===== src/rtl/osc_pkg.sv =====
// Shared definitions for the MCU parallel-bus blocks of the oscilloscope FPGA.
package osc_pkg;

    localparam int MCU_DATA_W     = 8;
    localparam int SMP_FIFO_DEPTH = 16;

    typedef logic [MCU_DATA_W-1:0] mcu_byte_t;

endpackage


===== src/rtl/mcu_oe_sync.sv =====
// Brings an asynchronous MCU strobe into the clk domain and emits a one-cycle
// pulse on its synchronized rising edge (end of the bus cycle).
module mcu_oe_sync (
    input  logic clk,
    input  logic rst,
    input  logic i_async,
    output logic o_rise
);

    logic r_meta;
    logic r_sync;
    logic r_prev;
    logic r_rise;

    // Idle-high reset: a strobe already low when reset releases never reads as a rise.
    always_ff @(posedge clk or negedge rst) begin
        if (!rst) begin
            r_meta <= 1'b1;
            r_sync <= 1'b1;
            r_prev <= 1'b1;
            r_rise <= 1'b0;
        end else begin
            r_meta <= i_async;
            r_sync <= r_meta;
            r_prev <= r_sync;
            r_rise <= r_sync & ~r_prev;
        end
    end

    assign o_rise = r_rise;

endmodule


===== src/rtl/mcu_read_port.sv =====
// First-word-fall-through sample FIFO read out by the MCU one byte per oe strobe;
// the head byte is held in a register so it is stable before oe falls.
module mcu_read_port
    import osc_pkg::*;
#(
    parameter int DATA_W    = MCU_DATA_W,
    parameter int DEPTH     = SMP_FIFO_DEPTH,
    parameter int RDY_LEVEL = 8
) (
    input  logic                    clk,
    input  logic                    rst,
    input  logic                    clear,
    input  logic                    smp_valid,
    input  logic [DATA_W-1:0]       smp_data,
    input  logic                    oe,
    output logic [DATA_W-1:0]       mcu_dout,
    output logic                    mcu_dout_en,
    output logic                    data_rdy,
    output logic [$clog2(DEPTH):0]  count,
    output logic                    overflow,
    output logic                    underflow
);

    localparam int AW = $clog2(DEPTH);
    localparam int CW = AW + 1;

    logic [DATA_W-1:0] r_mem [DEPTH];
    logic [AW-1:0]     r_wptr;
    logic [AW-1:0]     r_rptr;
    logic [CW-1:0]     r_count;
    logic [DATA_W-1:0] r_dout;
    logic              r_rdy;
    logic              r_ovf;
    logic              r_udf;

    logic              w_pop;
    logic              w_pop_ok;
    logic              w_push_ok;
    logic              w_full;
    logic [CW-1:0]     w_cnt_after_pop;
    logic [CW-1:0]     w_cnt_nxt;
    logic [AW-1:0]     w_rptr_nxt;
    logic [DATA_W-1:0] w_head_nxt;

    mcu_oe_sync u_oe_sync (
        .clk     (clk),
        .rst     (rst),
        .i_async (oe),
        .o_rise  (w_pop)
    );

    always_comb begin
        w_full          = (r_count == CW'(DEPTH));
        w_pop_ok        = w_pop && (r_count != '0);
        w_push_ok       = smp_valid && (!w_full || w_pop);
        w_cnt_after_pop = r_count - CW'(w_pop_ok);
        w_cnt_nxt       = w_cnt_after_pop + CW'(w_push_ok);
        w_rptr_nxt      = r_rptr + AW'(w_pop_ok);
        w_head_nxt      = '0;
        // A sample pushed into a FIFO that is empty after this pop becomes the head directly.
        if (w_cnt_after_pop != '0) begin
            w_head_nxt = r_mem[w_rptr_nxt];
        end else if (w_push_ok) begin
            w_head_nxt = smp_data;
        end
    end

    always_ff @(posedge clk) begin
        if (w_push_ok && !clear) begin
            r_mem[r_wptr] <= smp_data;
        end
    end

    always_ff @(posedge clk or negedge rst) begin
        if (!rst) begin
            r_wptr  <= '0;
            r_rptr  <= '0;
            r_count <= '0;
            r_dout  <= '0;
            r_rdy   <= 1'b0;
            r_ovf   <= 1'b0;
            r_udf   <= 1'b0;
        end else if (clear) begin
            r_wptr  <= '0;
            r_rptr  <= '0;
            r_count <= '0;
            r_dout  <= '0;
            r_rdy   <= 1'b0;
            r_ovf   <= 1'b0;
            r_udf   <= 1'b0;
        end else begin
            r_wptr  <= r_wptr + AW'(w_push_ok);
            r_rptr  <= w_rptr_nxt;
            r_count <= w_cnt_nxt;
            r_dout  <= w_head_nxt;
            r_rdy   <= (w_cnt_nxt >= CW'(RDY_LEVEL));
            if (smp_valid && w_full && !w_pop) begin
                r_ovf <= 1'b1;
            end
            if (w_pop && (r_count == '0)) begin
                r_udf <= 1'b1;
            end
        end
    end

    assign mcu_dout    = r_dout;
    assign mcu_dout_en = ~oe;
    assign data_rdy    = r_rdy;
    assign count       = r_count;
    assign overflow    = r_ovf;
    assign underflow   = r_udf;

endmodule


===== config.mk =====
export PLATFORM = sky130hd
export DESIGN_NAME = mcu_read_port
export DESIGN_NICKNAME = d
export VERILOG_FILES = /design/src/rtl/osc_pkg.sv /design/src/rtl/mcu_oe_sync.sv /design/src/rtl/mcu_read_port.sv
export SDC_FILE = /design/constraint.sdc
export NUM_CORES = 1
export LEC_CHECK = 0
export CORE_MARGIN = 2
export CORE_UTILIZATION = 45
export CTS_BUF_LIST = sky130_fd_sc_hd__clkbuf_8
export DETAILED_ROUTE_END_ITERATION = 16
export PLACE_DENSITY_LB_ADDON = 0.2
export SYNTH_ARGS = -nofsm -noshare
export SYNTH_HDL_FRONTEND = slang
export SYNTH_SLANG_ARGS = --single-unit

===== constraint.sdc =====
create_clock -name clk -period 3.2 [get_ports clk]
set_input_delay 0.48 -clock clk [delete_from_list [all_inputs] [get_ports clk]]
set_output_delay 0.48 -clock clk [all_outputs]
set_load 0.02 [all_outputs]

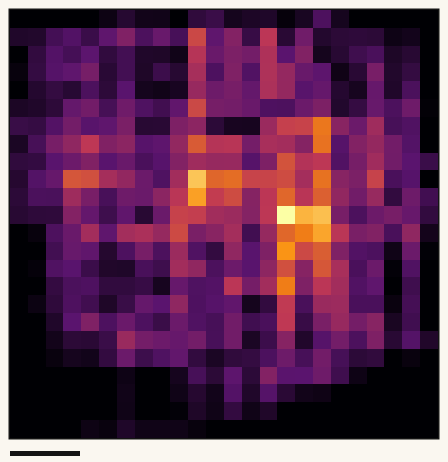
run_1/metal_density.png
Scale bar: 20 um. The die is cut into 24 by 24 equal tiles; black is low, pale yellow is high, scaled to the fullest tile. Values are wire area over tile area, all layers added.
fullest tile = 0.62
densest ninth of the die = centre
mean over tiles = 0.14
average detailed-routed wire length per instance: 20.95 um
total via count after detailed routing: 3327
total wire length after detailed routing: 12900 um

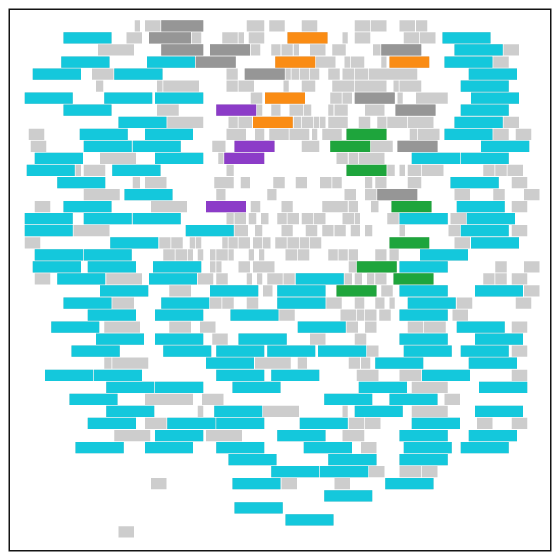
run_1/flops_by_reg.png
green -> `mcu_dout`  # flops 8
purple -> `r_wptr`  # flops 4, where north
cyan -> `r_mem`  # flops 128, where spread over the die
orange -> `count`  # flops 5, where north
not coloured = 11
core occupancy in the finished layout: 0.5338
area taken by flip-flops and latches: 4548 sq um
Seq area share: 0.6210

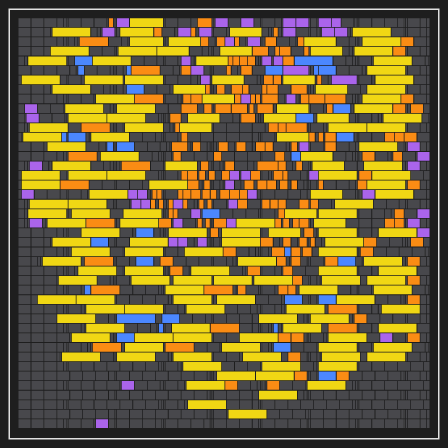
run_1/placement_by_type.png
Fill, decap, tap and diode cells in grey.
blue -> clock drivers and dummy loads  # cells 32, share of their area 5.4%
yellow -> sequential cells  # cells 156, share of their area 64%
purple -> remaining buffers and delay cells  # cells 57, share of their area 7.4%
orange -> combinational and other logic  # cells 191, share of their area 23%
Row Count: 43
Core ar.: 13720 sq um
Final Instance Area: 7323 sq um

==> summary.txt, run 1 <==
Item: results of the latest flow run.

- After global routing the overflow that remains totals 0.
- The path depth of the worst reg2reg path is 10.
- The number of cells produced by synthesis is between 300 and 400.
- Per the post-synthesis stats, the area per cell is around 17 sq um.
- The cell-mix breakdown from Yosys lists the compound-gate area share as 0.05220.
- The number of DRC violations after detailed-routing iteration 0 is between 200 and 300.
- The number of antenna cells inserted is 0.
- Of the post-synthesis cell area, the dominant cell type holds 0.6144.
- Before any placement, the netlist area is recorded as between 6000 and 7000 sq um.
- In this run, post-CTS repair resized a total of 0 instances.
- By startpoint and endpoint, the worst setup path is classified as reg -> reg.
- The number of pins exceeding their max-slew limit in the final report is 0.
- In the finished design, the share of the clock period the worst path needs comes to 0.9152.
- In the hold timing report, the worst path depth is 0.
- The flop and latch count out of synthesis is around 160.
- Per STA, the highest per-stage delay on the worst path measures 600 ps.
- The critical hold path startpoint is u_oe_sync.r_meta.
- The initial antenna violation count came to 0.
- The power consumption is between 5 and 6 mW.
- The well-tap cell count is 180.
- The most instantiated logic cell after routing is sky130_fd_sc_hd__edfxtp_1.
- Static timing analysis puts the maximum clock frequency at 341.5 MHz.
- The count of placed standard cells including taps is approximately 580.
- The data arrival at the endpoint of the critical path is 3250 ps.
- The time the final worst path needs with I/O delays and setup is 2929 ps.
- The maximum number of pins on one net before global-route repair is 49.
- The flow ran to the end, and the final reports show no timing, DRC or antenna violations.
- The proportion of synthesized flip-flops having asynchronous set or reset is 0.1795.
- The area taken by multi-input combinational cells is reported as 1624 sq um.
- The met2 track utilization from global routing is 0.2839.
- In the final design, more cell area goes to flip-flops and latches than to any other class.
- Summed over all nets, wire length on met3 after detailed routing comes to about 550 um.
- Clock-pin slew was measured on the worst setup and hold paths at 80 ps.
- For this run, the register share of the synthesized area comes to 0.7270.
- The capture point of the worst register-to-register path is recorded as mcu_dout[7].
- Note that the worst hold path type here is reg -> reg.
- The simple logic cell fraction of the synthesized area is 0.06160.
- The first detailed-routing pass ran for 5 iterations.
- Max-cap violations in this run came to 0.
- After detailed routing, the met2 layer carries between 6000 and 7000 um of wire.
- The reported net switching power is ~1.6 mW.
- The final design was reported to hold multi-input combinational gates totalling about 190.
- The critical path startpoint is count[3].
- According to the I/O placement log, the pin count is 30.
- The half-perimeter wire length of the detailed placement result is between 8000 and 9000 um.
- The number of buffers added by the clock tree synthesis step is 17.
- Looking at the VDD voltage map, the peak drop is between 300 and 400 uV.
- The power density relative to cell area is 719.4 nW/um^2.
- Timing analysis after detailed placement gives a worst setup slack of slightly below 100 ps.
- The startpoint of the worst-slack reg-to-reg timing path is count[3].
==> inputs of run 2 (changes only) <==
- CORE_MARGIN: 2 -> 4
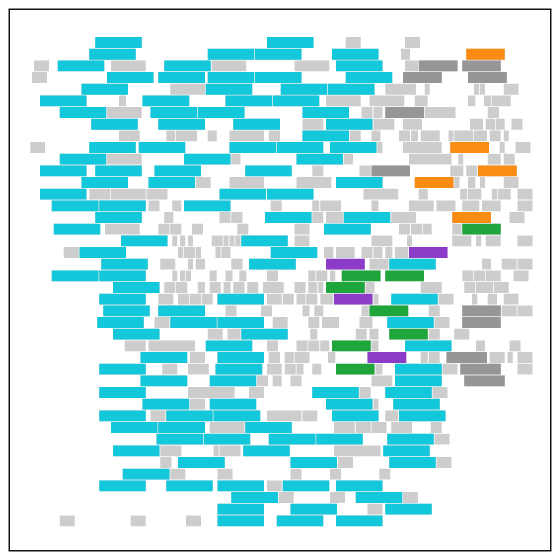
run_2/flops_by_reg.png
orange -> `count`  # flops 5
green -> `mcu_dout`  # flops 8
cyan -> `r_mem`  # flops 128
purple -> `r_wptr`  # flops 4
core occupancy in the finished layout: 0.5478
power of the sequential group: 2.38 mW
Seq area share: 0.6171

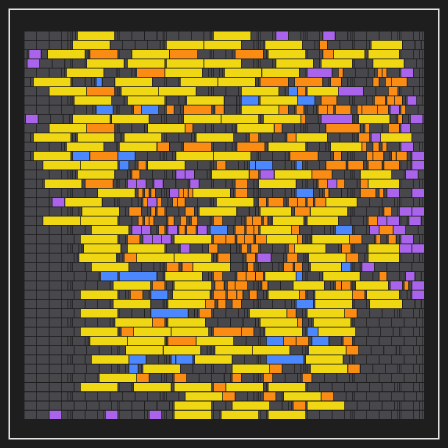
run_2/placement_by_type.png
Fill, decap, tap and diode cells in grey.
blue -> clock drivers and dummy loads  # cells 30, share of their area 5.4%
purple -> remaining buffers and delay cells  # cells 58, share of their area 7.8%
yellow -> sequential cells  # cells 156, share of their area 64%
orange -> combinational and other logic  # cells 191, share of their area 23%
Row Count: 42
Core ar.: 13450 sq um
Final Instance Area: 7370 sq um

==> run 2 against run 1 <==
  * Sequential share of layout area decreased by 0.39 points
  * Routed wire length increased by 5.1%
  * Register-to-register slack got worse by 30 ps
  * Critical endpoint is now mcu_dout[5]
  * Maximum frequency decreased by 0.95%
  * Setup slack got worse by 28 ps
==> summary.txt, run 2 <==
Item: results of the latest flow run.

- For this run, the slowest stage of the critical path takes 560 ps.
- Yosys reported a register bit count of 156.
- The destination of the worst register-to-register timing path is mcu_dout[5].
- The number of buffers added by the clock tree synthesis step is 17.
- The fraction of synthesized cell area taken by the top area cell type is 0.6144.
- The detailed router reports a met3 wire length of 688 um.
- The critical path in this run is classified as reg -> reg.
- met2 track demand over resource after global routing is 0.2770.
- Across the run, the number of max-cap violations was 0.
- The peak ir drop on the vdd network is around 330 uV.
- By instance count after routing, the leading logic cell type is sky130_fd_sc_hd__edfxtp_1.
- The OpenROAD report gives the critical path a data arrival time of 3290 ps.
- In this run the worst hold path is classified as reg -> reg.
- The cell area that synthesis handed to floorplanning was around 6300 sq um.
- Across all layers, the routed design uses 3370 vias.
- The repair_antennas step left the layout with diodes totalling 0.
- Of the synthesized area, sequential elements account for 0.7270.
- The critical hold path startpoint is u_oe_sync.r_meta.
- The critical path startpoint is count[3].
- The number of cells produced by synthesis is ~370.
- The maximum number of pins on one net before global-route repair is just under 50.
- Registers take between 4000 and 5000 sq um.
- The report lists the number of cells resized after CTS as 0.
- The simple logic cell fraction of the synthesized area is 0.06160.
- The reported net switching power is about 1.6 mW.
- The half-perimeter wire length of the detailed placement result is 8548 um.
- Per the synth stats, the proportion of register bits with asynchronous set or reset is 0.1795.
- The number of multi-input combinational cells in the layout is 186.
- The wire length reported by the detailed router is roughly 14000 um.
- The logic area is approximately 1600 sq um.
- The final max-slew violation count recorded for this run is 0.
- The startpoint of the worst-slack reg-to-reg timing path is count[3].
- The power density relative to cell area is 725.3 nW/um^2.
- The instance count along the most critical hold path is 0.
- The maximum frequency from static timing analysis is ~340 MHz.
- Per the synthesis report, the AND-OR/OR-AND share of the synthesized area is 0.05220.
- The detailed placer reported the number of placed instances as slightly below 600.
- Summed over all nets, wire length on met2 after detailed routing comes to roughly 6500 um.
- The time the final worst path needs with I/O delays and setup is around 3000 ps.
- The clock slew seen by the registers of the worst setup and hold paths is 80 ps.
- The post-route clock period utilization is 0.9240.
- The run finished with clean final reports.
- The critical path endpoint has a required time of around 3500 ps.
- The dominant kind of cell by area is flip-flops and latches.
- The design draws around 5.3 mW.
- The average routed wire per standard cell is roughly 22 um.
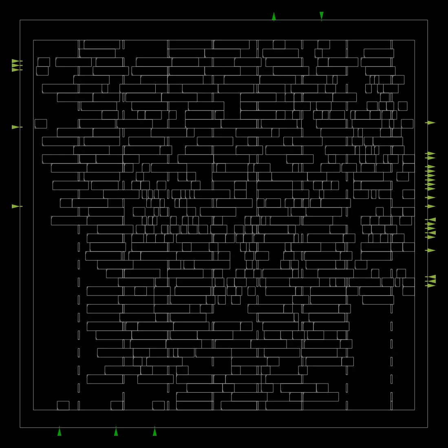
run_2/placement.png
tap cell count: 176
number of inserted filler cells in the final layout: 1108
sequential cells: 156

No activity file was given, so power comes from the tool's default toggle rates.
